--- src/rtl/toggle_debounce_if.sv ---
// Button-side bundle of the debouncer: raw button in, clean pulse, level and
// press count out. The master drives the button; the debouncer is the slave.
interface toggle_debounce_if;
  logic       btn;
  logic       en;
  logic       level;
  logic [7:0] presses;

  modport master (
    output btn,
    input  en,
    input  level,
    input  presses
  );

  modport slave (
    input  btn,
    output en,
    output level,
    output presses
  );
endinterface

--- src/rtl/toggle_debounce.sv ---
// Push-button debouncer feeding the toggle flip-flop: 2-FF synchronizer,
// 4-state stability FSM and a wrapping press counter. Each accepted press
// yields exactly one registered single-cycle en pulse; releases never pulse.
module toggle_debounce #(
  parameter int unsigned DB_CYCLES = 4,
  parameter int unsigned CNT_W     = 8
) (
  input  logic            clk,
  input  logic            reset,
  toggle_debounce_if.slave db
);

  typedef enum logic [1:0] {
    IDLE   = 2'd0,
    ARM_HI = 2'd1,
    HELD   = 2'd2,
    ARM_LO = 2'd3
  } state_t;

  localparam logic [CNT_W-1:0] CNT_LAST = CNT_W'(DB_CYCLES - 1);
  localparam logic [CNT_W-1:0] CNT_ONE  = CNT_W'(1);

  logic             sync1;
  logic             sync2;
  state_t           state;
  state_t           state_d;
  logic [CNT_W-1:0] cnt;
  logic [CNT_W-1:0] cnt_d;
  logic             en_q;
  logic             en_d;
  logic [7:0]       presses_q;
  logic [7:0]       presses_d;

  // Bring the asynchronous button into the clk domain.
  always_ff @(posedge clk or posedge reset) begin
    if (reset) begin
      sync1 <= 1'b0;
      sync2 <= 1'b0;
    end else begin
      sync1 <= db.btn;
      sync2 <= sync1;
    end
  end

  // FSM state, stability counter, pulse and press count registers.
  always_ff @(posedge clk or posedge reset) begin
    if (reset) begin
      state     <= IDLE;
      cnt       <= '0;
      en_q      <= 1'b0;
      presses_q <= '0;
    end else begin
      state     <= state_d;
      cnt       <= cnt_d;
      en_q      <= en_d;
      presses_q <= presses_d;
    end
  end

  // Next-state logic: a level change is accepted only after DB_CYCLES
  // consecutive agreeing samples in an ARM state; any reversal aborts.
  always_comb begin
    state_d   = state;
    cnt_d     = cnt;
    en_d      = 1'b0;
    presses_d = presses_q;
    case (state)
      IDLE: begin
        if (sync2) state_d = ARM_HI;
      end
      ARM_HI: begin
        if (!sync2) begin
          state_d = IDLE;
        end else if (cnt == CNT_LAST) begin
          state_d   = HELD;
          en_d      = 1'b1;
          presses_d = presses_q + 8'd1;
        end else begin
          cnt_d = cnt + CNT_ONE;
        end
      end
      HELD: begin
        if (!sync2) state_d = ARM_LO;
      end
      ARM_LO: begin
        if (sync2) begin
          state_d = HELD;
        end else if (cnt == CNT_LAST) begin
          state_d = IDLE;
        end else begin
          cnt_d = cnt + CNT_ONE;
        end
      end
      default: state_d = IDLE;
    endcase
    // The counter restarts on every state change, including aborts.
    if (state_d != state) cnt_d = '0;
  end

  assign db.en      = en_q;
  assign db.level   = (state == HELD) || (state == ARM_LO);
  assign db.presses = presses_q;

endmodule

--- src/flat_wrapper.sv ---
// flat-port wrapper written by rule: the top's interface ports become plain ports
module toggle_debounce_flat 
#(
  parameter int unsigned DB_CYCLES = 4,
  parameter int unsigned CNT_W     = 8
)
  (clk, reset, db_btn, db_en, db_level, db_presses);
  toggle_debounce_if db_i ();
  input  logic clk;
  input  logic reset;
  input wire logic [$bits(db_i.btn)-1:0] db_btn;
  output wire logic [$bits(db_i.en)-1:0] db_en;
  output wire logic [$bits(db_i.level)-1:0] db_level;
  output wire logic [$bits(db_i.presses)-1:0] db_presses;
  assign db_i.btn = db_btn;
  assign db_en = db_i.en;
  assign db_level = db_i.level;
  assign db_presses = db_i.presses;
  toggle_debounce #(.DB_CYCLES(DB_CYCLES), .CNT_W(CNT_W)) u_core (.clk(clk), .reset(reset), .db(db_i));
endmodule
--- config.mk ---
export PLATFORM = sky130hd
export DESIGN_NAME = toggle_debounce_flat
export DESIGN_NICKNAME = d
export VERILOG_FILES = /design/src/rtl/toggle_debounce_if.sv /design/src/rtl/toggle_debounce.sv /design/src/flat_wrapper.sv
export SDC_FILE = /design/constraint.sdc
export NUM_CORES = 1
export LEC_CHECK = 0
export CAP_MARGIN = 20
export CELL_PAD_IN_SITES_DETAIL_PLACEMENT = 0
export CELL_PAD_IN_SITES_GLOBAL_PLACEMENT = 1
export CORE_AREA = 2 2 54 56
export DETAILED_ROUTE_END_ITERATION = 6
export DIE_AREA = 0 0 56 58
export PLACE_DENSITY_LB_ADDON = 0.08
export SLEW_MARGIN = 25
export SYNTH_ARGS = -nofsm -noshare
export SYNTH_HDL_FRONTEND = slang
export SYNTH_SLANG_ARGS = --single-unit
--- constraint.sdc ---
create_clock -name clk -period 1.9 [get_ports clk]
set_input_delay 0.285 -clock clk [delete_from_list [all_inputs] [get_ports clk]]
set_output_delay 0.285 -clock clk [all_outputs]
set_load 0.01 [all_outputs]
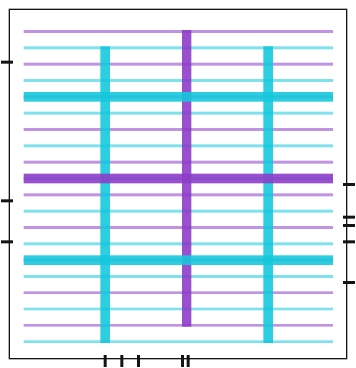
Run 1: supply network
Scale: 6 px per um. Pins as bars on the die edge.
net	colour
VDD	purple
VSS	cyan
met5 straps	3
met1 rails	20
core area: 0.002663 mm2
chip height: 58 um

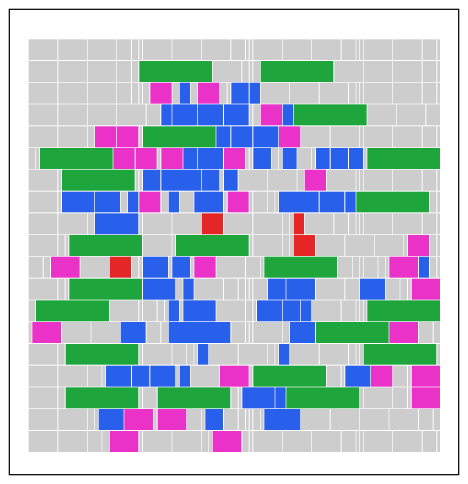
Run 1: cell classes on the final placement
Scale: 8 px per um. Fill, decap, tap and diode cells in grey.
class	colour	cells
sequential cells	green	21
combinational and other logic	blue	59
remaining buffers and delay cells	magenta	28
clock drivers and dummy loads	red	4

==> impl_metrics.csv, run 1 <==
group,metric,value,unit
clock_network,clock-sinks,21,
power_and_ir_drop,pg_seq,559,uW
floorplanning,die-area,0.003248,mm2
routing,wirelength,1691,um
synth,topCellsByArea,"dfrtp_1, xor2_1, nor2_1",
clock_network,htree_levels,1,
worst_setup_path,crit_family,"simple AND/OR/NAND/NOR gates",
worst_setup_path,cp_num_cells,5,
synth,synthDistinctLibCells,26,
worst_setup_path,critPathCaptureType,"register",
clock_network,clkSlewWorstSetupHoldPaths,0.11,ns
clock_network,clock_path_buffers,2,
worst_setup_path,cp_cell_sequence,"ha_2 > or4b_4 > or4_4 > nor3_2 > xor2_1",
final_layout,instances_no_fill,143,
worst_setup_path,path_class,"reg2reg",
sta,slew_violations,0,
power_and_ir_drop,comb-power,419,uW
sta,hold_violations,0,
synth,postSynthAreaPerCell,11.85,um2
global_route,grt.overflow.total,0,
worst_hold_path,hold_class,"in2async",
sta,setup_violations,3,
clock_network,cts_root_buf,"clkbuf_4",
sta,max_freq,509.2,MHz
global_route,grt_pass1_wl,2994,um
worst_setup_path,slowest_delay,0.56,ns
floorplanning,rows,19,
sta,relSlewSlack,0.7488,
synth,synth_area,959.7,um2
power_and_ir_drop,powerClk,208,uW
floorplanning,boundaryPins,13,
routing,drc,0,
final_layout,fin_nets,118,
worst_setup_path,r2r-start,"u_core.cnt[0]",
worst_setup_path,critPathBufInv,0,
power_and_ir_drop,swShare,0.3053,
synth,ys_chip_area,959.7,um2
global_route,antenna_found_initial,0,
sta,setup_ws,-0.06397,ns
synth,top_area_cell,"dfrtp_1",
final_layout,fin_util,0.4765,
power_and_ir_drop,p_leak,0.0006037,uW
routing,vias,681,
worst_setup_path,crit_path_end,"u_core.db.presses[7]",
synth,top_cell_area_share,0.5476,
synth,synth_stat.cells,81,
power_and_ir_drop,intPower,824.1,uW
power_and_ir_drop,power_density,934.9,mW/mm2
floorplanning,fp_util,0.3604,
sta,fin_crit,1.964,ns
synth,yosys_warnings,0,
clock_network,clock_latency,0.30,ns
placed_design,dp.cells,134,
clock_network,tritoncts,"yes",
floorplanning,die_w,56,um
worst_setup_path,reg2reg_depth,5,
sta,rsz0062_at_grt,"true",
synth,synthCells,81,
power_and_ir_drop,switching_power,362.1,uW
power_and_ir_drop,p_seq_frac,0.472,
sta,finalCritPeriodShare,1.034,
routing,drt_iter0_drc,16,
global_route,grtUsageTotal,0.1204,
synth,yosys_register_bits,21,
outcome,violations,"setup timing",
routing,vias_per_cell,4.762,
routing,ant_nets,0,
clock_network,cts_buffers,3,
worst_setup_path,worstPathMaxFanout,3,
run,cap_violations,0,
worst_setup_path,cp_slowest_cell,"or4_4",
worst_setup_path,worstPathArrival,2.20,ns
power_and_ir_drop,pwr-share-comb,0.353,
clock_network,postCtsHoldBufs,0,
run,warning_count,28,
final_layout,syn_to_final_growth,32.20,%
final_layout,layout-drive-gt1-share,0.2679,
synth,fp_nets,86,
worst_setup_path,required,2.13,ns
sta,worst_pin_slew,0.3740,ns
sta,whs,0.3013,ns
final_layout,n_antenna_cell,0,
routing,wl_per_cell,11.83,um
worst_setup_path,start_kind,"register",
power_and_ir_drop,power_leader,"registers",
global_route,first_global_vias,674,
placed_design,detailed_place_hpwl,1247,um
worst_setup_path,r2r_end,"u_core.db.presses[7]",
placed_design,gp_congestion,0.7525,
power_and_ir_drop,ir_drop,0.0006929,V
synth,yosysSeqAreaShare,0.5476,
worst_setup_path,crit_path_start,"u_core.cnt[0]",
placed_design,io_buffers,12,
worst_setup_path,reg2reg_slack,-0.06,ns
routing,dr.pass1.iters,4,
global_route,grt_max_degree,22,
outcome,status,"finished, violations left",
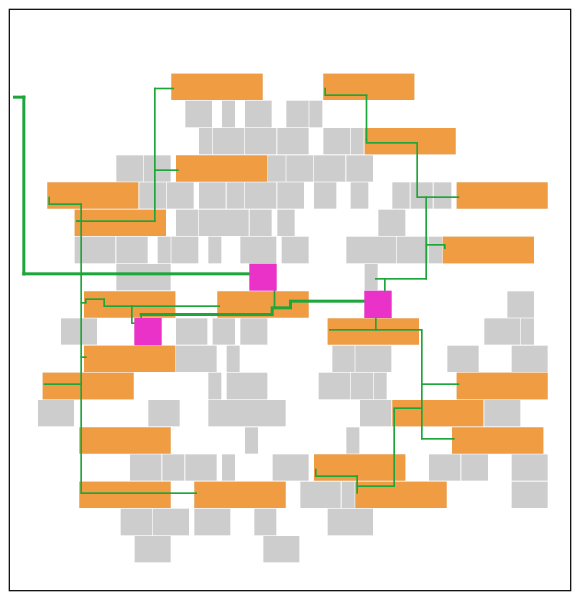
Run 1: clock distribution
Scale: 10 px per um.
[clock drivers] magenta | count: 3
[flip-flops] orange | count: 21
[clock wires] green | length: 254 um
flops lie	widely spread
routed clock nets	4
Clk pwr share: 0.175
Worst Skew: 0.003869 ns

## run 1: registers in the layout, indices dropped and copies added (netlist names)
name               flops
u_core.state           2
u_core.db.en           1
u_core.cnt             8
u_core.sync2           1
u_core.db.presses      8
u_core.sync1           1
## run 1: cell type report
cell class              count  area (um2)
clock buffers               4       26.28
fillers                   256        1394
inverters                   3       11.26
multi-input cells          56       426.7
flip-flops and latches     21       525.5
well taps                  31       38.79
repair buffers             28       240.2
## run 1: synth_stat cells
library cell,count
mux2_2,3
or4b_4,2
o21ai_0,4
xor2_1,10
nand4_1,2
xnor2_1,3
nor2_1,10
dfrtp_1,21
a21oi_1,1
a22o_1,1
or4_4,1
nor2b_1,1
and3_1,2
o2111ai_1,1
inv_1,3
or3_1,2
nor3_2,1
nand4b_1,1
nand3_1,1
o211a_1,1
nand2_1,4
clkbuf_1,1
ha_1,2
nor4_4,1
o211ai_1,1
and2_1,1
## run 1: what timing repair did
| item | in CTS | in global routing |
|---|---|---|
| pin swaps | 1 | 1 |
| gates resized | 2 | 1 |
| cloned | 0 | 0 |
| setup buffers | 3 | 2 |
| setup endpoints to repair | 4 | 12 |
## run 1: kinds of logic (layout without fill, tap and decap cells)
kind of cell / after synthesis / count (layout) / synth area share
adders and majority gates: 2 / 2 / 0.02607
buffers and inverters: 4 / 35 / 0.01564
and+or+nand+nor: 29 / 29 / 0.1943
DFF: 21 / 21 / 0.5476
xor gates and xnor gates: 13 / 13 / 0.1186
AOI/OAI and AO/OA: 9 / 9 / 0.06258
muxes: 3 / 3 / 0.03520
## run 1: placed cells by master (no fill, tap or decap)
| cell type | count |
|---|---|
| dfrtp_1 | 21 |
| buf_4 | 16 |
| clkdlybuf4s50_1 | 12 |
| xor2_1 | 10 |
| nor2_1 | 8 |
| nand2_1 | 4 |
| o21ai_0 | 4 |
| inv_1 | 3 |
| mux2_2 | 3 |
| xnor2_1 | 3 |
| clkbuf_4 | 3 |
| or4b_4 | 2 |
| and3_1 | 2 |
| or3_1 | 2 |
| nand4_1 | 2 |
| nor2_2 | 2 |
| nor4_4 | 1 |
| and2_1 | 1 |
| nand3_1 | 1 |
| o211a_1 | 1 |
| a21oi_1 | 1 |
| a22o_1 | 1 |
| nor2b_1 | 1 |
| nand4b_1 | 1 |
| or4_4 | 1 |
| nor3_2 | 1 |
| o2111ai_1 | 1 |
| o211ai_1 | 1 |
| ha_1 | 1 |
| ha_2 | 1 |
| clkbuf_1 | 1 |
## run 1: metrics by stage
stage / TNS [ns] / cell area [um2] / setup WS, ns / power, uW
2_1_floorplan: 0 / 959.7 / 0.01726 / 764.7
6_report: -0.1360 / 1269 / -0.06397 / 1186
3_5_place_dp: -0.1770 / 1197 / -0.06074 / 944.7
3_3_place_gp: -0.03730 / 1197 / -0.02636 / 937.4
5_1_grt: -0.5374 / 1269 / -0.1609 / 1282
4_1_cts: -0.1577 / 1251 / -0.07079 / 1180
## run 1: layer usage
metal / wire (um) / GRT usage / vias to the layer above / share of wire
met5: 0 / 0 / - / 0
met4: 17 / 0.04082 / 0 / 0.010
met3: 77 / 0.04911 / 2 / 0.046
met2: 733 / 0.1832 / 13 / 0.43
met1: 863 / 0.1567 / 325 / 0.51
li1: - / - / 341 / -
==> run 2: changes to the inputs <==
--- a/config.mk
+++ b/config.mk
@@ -5,7 +5,7 @@
 export SDC_FILE = /design/constraint.sdc
 export NUM_CORES = 1
 export LEC_CHECK = 0
-export CAP_MARGIN = 20
+export CAP_MARGIN = 0
 export CELL_PAD_IN_SITES_DETAIL_PLACEMENT = 0
 export CELL_PAD_IN_SITES_GLOBAL_PLACEMENT = 1
 export CORE_AREA = 2 2 54 56
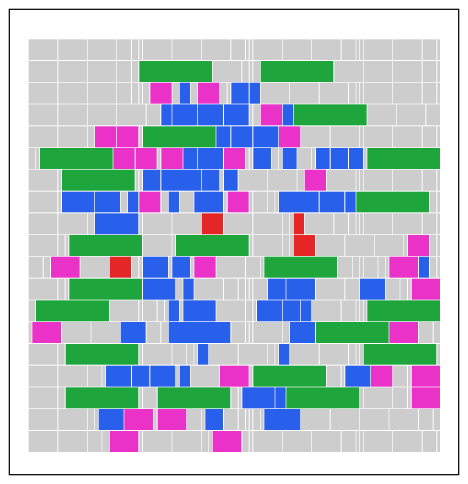
Run 2: cell classes on the final placement
Scale: 8 px per um. Fill, decap, tap and diode cells in grey.
class	colour	cells
sequential cells	green	21
clock drivers and dummy loads	red	4
combinational and other logic	blue	59
remaining buffers and delay cells	magenta	28

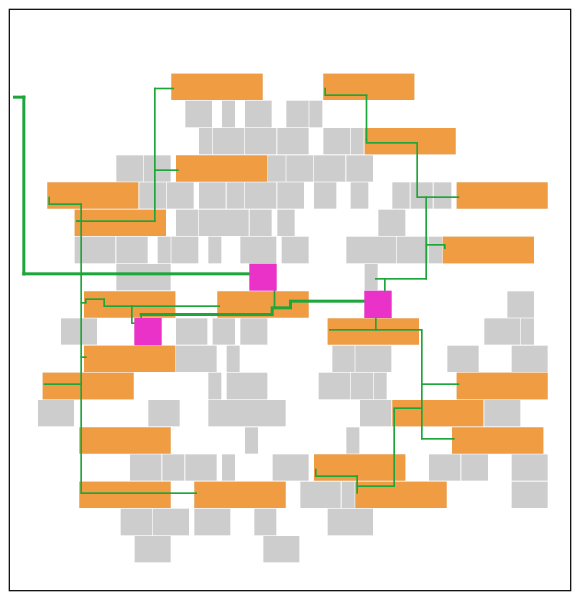
Run 2: clock distribution
Scale: 10 px per um.
[clock drivers] magenta | count: 3
[clock wires] green | length: 254 um
[flip-flops] orange | count: 21
flops lie	widely spread
routed clock nets	4
clk pwr: 208 uW
Clock Latency Late Sink: 0.30 ns

==> run 2 against run 1 <==
The run still ends with setup timing left. Synthesized area did not move. Flip-flop count is the same. Clock power is essentially flat. Sequential share of layout area unchanged. Worst setup slack is the same. Maximum frequency did not move. Non-clock buffer count did not move. Global-route usage is the same. Worst hold slack is the same.
==> impl_metrics.csv, run 2 <==
group,metric,value,unit
worst_setup_path,cp_cell_sequence,"ha_2 > or4b_4 > or4_4 > nor3_2 > xor2_1",
placed_design,detailed_place_hpwl,1247,um
placed_design,gp_congestion,0.7525,
floorplanning,dieHeight,58,um
clock_network,cts_root_buf,"clkbuf_4",
synth,synthCells,81,
synth,synth_area,959.7,um2
global_route,antenna_found_initial,0,
clock_network,clock-sinks,21,
worst_setup_path,cp_slowest_cell,"or4_4",
routing,vias_per_cell,4.762,
power_and_ir_drop,power_density,934.9,mW/mm2
sta,fin_crit,1.964,ns
routing,wirelength,1691,um
sta,relSlewSlack,0.7488,
synth,enable_flop_cells,0,
floorplanning,boundaryPins,13,
final_layout,fillCellCount,256,
sta,setup_violations,3,
routing,ant_nets,0,
routing,dr.pass1.iters,4,
outcome,status,"finished, violations left",
sta,hold_violations,0,
routing,drt_iter0_drc,16,
sta,worst_pin_slew,0.3740,ns
floorplanning,die-area,0.003248,mm2
final_layout,n_antenna_cell,0,
synth,yosys_warnings,0,
worst_setup_path,reg2reg_slack,-0.06,ns
sta,finalCritPeriodShare,1.034,
power_and_ir_drop,p_leak,0.0006037,uW
synth,ys_chip_area,959.7,um2
power_and_ir_drop,ir_drop,0.0006929,V
routing,wl_per_cell,11.83,um
global_route,grt.overflow.total,0,
floorplanning,core,0.002663,mm2
outcome,violations,"setup timing",
synth,common_cells,"dfrtp_1, nor2_1, xor2_1, nand2_1, o21ai_0",
final_layout,layout_top_cells,"dfrtp_1, buf_4, clkdlybuf4s50_1, xor2_1, nor2_1",
worst_setup_path,r2r_end,"u_core.db.presses[7]",
worst_hold_path,hold_class,"in2async",
floorplanning,die_w,56,um
worst_setup_path,required,2.13,ns
synth,yosysSeqAreaShare,0.5476,
global_route,grtUsageTotal,0.1204,
clock_network,htree_levels,1,
worst_setup_path,critPathCaptureType,"register",
sta,slew_violations,0,
placed_design,dp_slack,-0.06074,ns
global_route,grt_max_degree,22,
clock_network,postCtsHoldBufs,0,
final_layout,layout-drive-gt1-share,0.2679,
routing,drc,0,
worst_setup_path,slowest_delay,0.56,ns
run,cap_violations,0,
synth,topCellsByArea,"dfrtp_1, xor2_1, nor2_1",
clock_network,clkSlewWorstSetupHoldPaths,0.11,ns
worst_setup_path,worstPathArrival,2.20,ns
synth,top_cell_area_share,0.5476,
global_route,grt_pass1_wl,2994,um
sta,rsz0062_at_grt,"true",
floorplanning,fp_util,0.3604,
synth,postSynthAreaPerCell,11.85,um2
clock_network,tritoncts,"yes",
worst_setup_path,path_class,"reg2reg",
synth,top_area_cell,"dfrtp_1",
worst_setup_path,start_kind,"register",
clock_network,clock_path_buffers,2,
synth,yosys_register_bits,21,
synth,async_flop_share,1.000,
synth,fp_nets,86,
clock_network,cts_buffers,3,
final_layout,syn_to_final_growth,32.20,%
worst_setup_path,worstPathMaxFanout,3,
worst_setup_path,reg2reg_depth,5,
final_layout,stdcell_area,0.001269,mm2
placed_design,placed_area,0.001197,mm2
routing,vias,681,
final_layout,final_common_cell,"dfrtp_1",
sta,clock-skew-final,0.003869,ns
sta,max_freq,509.2,MHz
synth,ff_type,"dfrtp_1",
global_route,first_global_vias,674,
worst_setup_path,r2r-start,"u_core.cnt[0]",
run,warning_count,28,
placed_design,io_buffers,12,
synth,most_common_cell,"dfrtp_1",
floorplanning,rows,19,
synth,synth_stat.cells,81,
synth,synthDistinctLibCells,26,
sta,setup_ws,-0.06397,ns
final_layout,fin_nets,118,
==> run 2: cell counts after synthesis <==
Identical to the previous run, type by type.
==> run 2: worst max-delay path by stage <==
stage | cells after the start | endpoint | start | slack (ns)
floorplan | 5 | u_core.db.presses[5] | u_core.cnt[0] | 0.02
global placement | 5 | u_core.db.presses[7] | u_core.cnt[0] | -0.03
detailed placement | 5 | u_core.db.presses[5] | u_core.cnt[0] | -0.06
CTS | 5 | u_core.db.presses[5] | u_core.cnt[1] | -0.07
global route | 5 | u_core.db.presses[7] | u_core.cnt[0] | -0.16
finish | 5 | u_core.db.presses[7] | u_core.cnt[0] | -0.06
==> run 2: report_power, final <==
part           internal, uW  switching (uW)
combinational           239             180
sequential              503            56.5
clock                  81.7             126
total                   824             362
==> run 2: critical path, delay by kind of cell, from the launching register on <==
family                   cells  cell delay, ns
XOR/XNOR                     1            0.15
flip-flops                   1            0.38
adder cells (fa/ha/maj)      1            0.18
AND/OR/NAND/NOR              3            1.19
==> run 2: cells by family (layout without fill, tap and decap cells) <==
group,count (synthesis),count (layout),share of synthesized area
xor gates and xnor gates,13,13,0.1186
muxes,3,3,0.03520
adders and majority gates,2,2,0.02607
and+or+nand+nor,29,29,0.1943
AOI/OAI and AO/OA,9,9,0.06258
buffers and inverters,4,35,0.01564
DFF,21,21,0.5476
==> run 2: cell type report <==
type                    instances  area, um2  area share
repair buffers                 28      240.2      0.1893
flip-flops and latches         21      525.5      0.4142
well taps                      31      38.79     0.03057
multi-input cells              56      426.7      0.3363
clock buffers                   4      26.28     0.02071
inverters                       3      11.26    0.008876
==> run 2: what timing repair did <==
action / CTS / global route
pin swaps: 1 / 1
setup endpoints to repair: 4 / 12
resized: 2 / 1
buffers inserted: 3 / 2
==> run 2: per-stage QoR <==
stage / TNS, ns / hold WS [ns] / utilization / instances / power (uW)
after floorplan: 0 / 0.2615 / - / 81 / 764.7
after global placement: -0.03730 / 0.3362 / 0.4497 / 134 / 937.4
after detailed placement: -0.1770 / 0.3497 / 0.4497 / 134 / 944.7
after CTS: -0.1577 / 0.3061 / 0.4699 / 141 / 1180
after global routing: -0.5374 / 0.3113 / 0.4765 / 143 / 1282
final: -0.1360 / 0.3013 / 0.4765 / 143 / 1186
==> run 2: per-layer routing <==
| layer | wire, um | vias to the layer above | GRT usage | part of all wire |
|---|---|---|---|---|
| met5 | 0 | - | 0 | 0 |
| met1 | 863 | 325 | 0.1567 | 0.51 |
| met3 | 77 | 2 | 0.04911 | 0.046 |
| li1 | - | 341 | - | - |
| met2 | 733 | 13 | 0.1832 | 0.43 |
| met4 | 17 | 0 | 0.04082 | 0.010 |
Run 2, supply network:
Scale: 6 px per um. Pins as bars on the die edge.
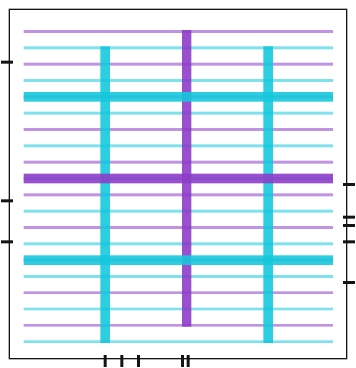

==> run 3: changes to the inputs <==
--- a/config.mk
+++ b/config.mk
@@ -8,9 +8,10 @@
 export CAP_MARGIN = 0
 export CELL_PAD_IN_SITES_DETAIL_PLACEMENT = 0
 export CELL_PAD_IN_SITES_GLOBAL_PLACEMENT = 1
-export CORE_AREA = 2 2 54 56
+export CORE_AREA = 2 2 52 54
+export CTS_BUF_LIST = sky130_fd_sc_hd__clkbuf_8
 export DETAILED_ROUTE_END_ITERATION = 6
-export DIE_AREA = 0 0 56 58
+export DIE_AREA = 0 0 54 56
 export PLACE_DENSITY_LB_ADDON = 0.08
 export SLEW_MARGIN = 25
 export SYNTH_ARGS = -nofsm -noshare
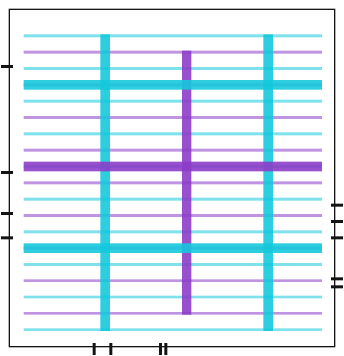
Run 3: supply network
Scale: 6 px per um. Pins as bars on the die edge.
net	colour
VSS	cyan
VDD	purple
signal pins	13
met1 rails	19
met4 straps	3
met5 straps	3
rows	18
die width: 54 um
Worst VDD drop: 0.0005749 V
chip height: 56 um
core area: 0.002432 mm2

==> run 3 against run 2 <==
The flow still finishes with violations (setup timing). Worst setup slack got worse by 0.030 ns. Combinational power shrank 7.6%. Worst hold slack gained 0.053 ns. Clock skew rose by 0.0025 ns. Critical endpoint unchanged. Largest power group unchanged. Synthesized cell count unchanged.
==> impl_metrics.csv, run 3 <==
group,metric,value,unit
outcome,status,"finished, violations left",
outcome,violations,"setup timing",
synth,yosys_warnings,0,
synth,most_common_cell,"dfrtp_1",
power_and_ir_drop,pwr-share-comb,0.316,
worst_setup_path,r2r_end,"u_core.db.presses[7]",
routing,drt_iter0_drc,4,
sta,relSlewSlack,0.7546,
final_layout,syn_to_final_growth,32.99,%
worst_setup_path,path_class,"reg2reg",
synth,postSynthAreaPerCell,11.85,um2
routing,drc,0,
sta,finalCritPeriodShare,1.050,
sta,setup_violations,3,
power_and_ir_drop,p_seq_frac,0.455,
final_layout,final_common_cell,"dfrtp_1",
power_and_ir_drop,swShare,0.3011,
synth,yosysSeqAreaShare,0.5476,
synth,synth-adder-area-share,0.02608,
routing,vias_per_cell,4.964,
synth,common_cells,"dfrtp_1, nor2_1, xor2_1, nand2_1, o21ai_0",
synth,ys_top_logic_family,"simple AND/OR/NAND/NOR gates",
floorplanning,boundaryPins,13,
clock_network,clock_path_buffers,2,
synth,top_cell_area_share,0.5476,
global_route,grt.overflow.total,0,
worst_setup_path,worstPathMaxFanout,4,
worst_setup_path,reg2reg_slack,-0.09,ns
synth,ys_chip_area,959.7,um2
power_and_ir_drop,power_density,961.1,mW/mm2
synth,ff_type,"dfrtp_1",
power_and_ir_drop,pwr-share-clk,0.229,
synth,mux_area_frac,0.03520,
synth,synthDistinctLibCells,26,
final_layout,fillCellCount,234,
synth,topCellsByArea,"dfrtp_1, xor2_1, nor2_1",
floorplanning,fp_util,0.3945,
synth,top_area_cell,"dfrtp_1",
global_route,grt_pass1_wl,2946,um
routing,wirelength,1740,um
sta,finalSetupTns,-0.1895,ns
floorplanning,rows,18,
worst_setup_path,crit_path_end,"u_core.db.presses[7]",
routing,wl_per_cell,12.43,um
power_and_ir_drop,switching_power,369.4,uW
sta,setup_ws,-0.09411,ns
final_layout,seq_area,525.5,um2
clock_network,clock_latency,0.25,ns
final_layout,instances_no_fill,140,
synth,synth_area,959.7,um2
worst_hold_path,hold_class,"reg2reg",
worst_setup_path,required,2.08,ns
final_layout,layout-drive-gt1-share,0.2545,
final_layout,fin_nets,116,
sta,whs,0.3543,ns
placed_design,gp_congestion,0.7739,
global_route,first_global_vias,667,
clock_network,cts_buffers,3,
synth,synth_stat.cells,81,
placed_design,io_buffers,12,
synth,xor_area_frac,0.1186,
clock_network,tritoncts,"yes",
power_and_ir_drop,intPower,857.2,uW
worst_setup_path,reg2reg_depth,5,
sta,max_freq,501.5,MHz
worst_setup_path,critPathCaptureType,"register",
sta,fin_crit,1.994,ns
sta,worst_pin_slew,0.3653,ns
global_route,grt_max_degree,22,
global_route,grtUsageTotal,0.1287,
clock_network,clock-sinks,21,
worst_setup_path,worstPathArrival,2.17,ns
synth,compound_area_frac,0.06258,
run,cap_violations,0,
floorplanning,die-area,0.003024,mm2
placed_design,detailed_place_hpwl,1255,um
worst_setup_path,cp_slowest_cell,"or4_4",
worst_setup_path,slowest_delay,0.58,ns
sta,clock-skew-final,0.006372,ns
sta,rsz0062_at_grt,"true",
routing,dr.pass1.iters,4,
sta,hold_violations,0,
clock_network,htree_levels,1,
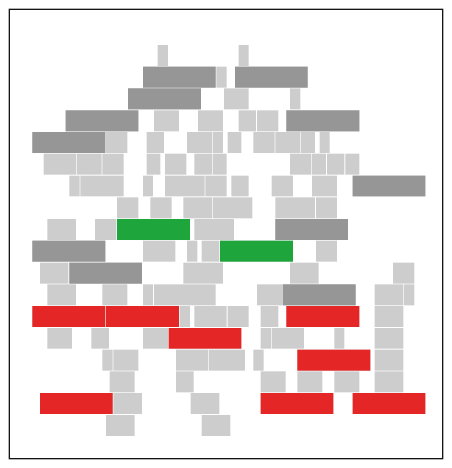
Run 3: where the registers sit
Scale: 8 px per um. Other sequential cells in the stronger grey, the rest of the logic in the fainter grey.
name in the netlist	colour	flops
`u_core.state`	green	2
`u_core.db.presses`	red	8
not coloured	11

==> run 3: cell types whose count changed in the layout (fill, tap and decap cells not counted) <==
cell      change
clkbuf_4      -3
clkbuf_8      +3
buf_4         -2
clkbuf_1      -1
inv_1         +1
nor2_2        -1
nor2_4        +1
==> run 3: cells by family after synthesis <==
logic type               count (synthesis)
buffers and inverters                    4
AND/OR/NAND/NOR                         29
flip-flops                              21
XOR/XNOR                                13
AND-OR/OR-AND                            9
multiplexers                             3
adder cells (fa/ha/maj)                  2
==> run 3: layout make-up <==
type                            instances  share of cell area
Clock inverter                          1            0.002941
Multi-Input combinational cell         56              0.3382
Tap cell                               30             0.02941
Inverter                                3            0.008824
Timing Repair Buffer                   26              0.1765
Clock buffer                            3             0.03235
Sequential cell                        21              0.4118
==> run 3: worst min-delay path by stage <==
stage,from,to,slack [ns],cells after the start
after floorplan,reset,u_core.cnt[0],0.26,1
after global placement,u_core.sync1,u_core.sync2,0.34,0
after detailed placement,u_core.sync1,u_core.sync2,0.34,0
after CTS,u_core.sync1,u_core.sync2,0.36,0
after global routing,u_core.sync1,u_core.sync2,0.36,0
final,u_core.sync1,u_core.sync2,0.35,0
==> run 3: power groups by stage <==
stage / combinational [uW] / clock [uW] / sequential (uW)
final: 387 / 281 / 559
after global routing: 431 / 314 / 570
after CTS: 388 / 292 / 559
after detailed placement: 383 / 0 / 567
after global placement: 374 / 0 / 563
after floorplan: 189 / 0 / 575
==> run 3: metal layers <==
layer | track usage | routed length, um | vias to the layer above
li1 | - | - | 343
met1 | 0.2075 | 874 | 341
met2 | 0.1742 | 799 | 9
met3 | 0.02419 | 56 | 2
met4 | 0.03214 | 10 | 0
met5 | 0 | 0 | -
==> run 3: critical path: cells and delay by family, from the launching register on <==
family	cells	cell delay, ns
flops	1	0.36
simple gates	3	1.23
fa+ha+maj	1	0.17
xor+xnor	1	0.15
==> run 3: what timing repair did <==
| item | 4_1_cts | 5_1_grt |
|---|---|---|
| endpoints found under the setup margin | 3 | 6 |
| pin swaps | 1 | 4 |
| resized | 3 | 1 |
| buffers inserted | 1 | 3 |
| endpoints found under the hold margin | 0 | 0 |
==> run 3: through the flow <==
stage / power, uW / area [um2] / utilization
2_1_floorplan: 764.7 / 959.7 / -
3_3_place_gp: 936.7 / 1189 / 0.4887
3_5_place_dp: 949.6 / 1189 / 0.4887
4_1_cts: 1239 / 1249 / 0.5134
5_1_grt: 1315 / 1276 / 0.5247
6_report: 1227 / 1276 / 0.5247
No activity file was given, so power comes from the tool's default toggle rates.
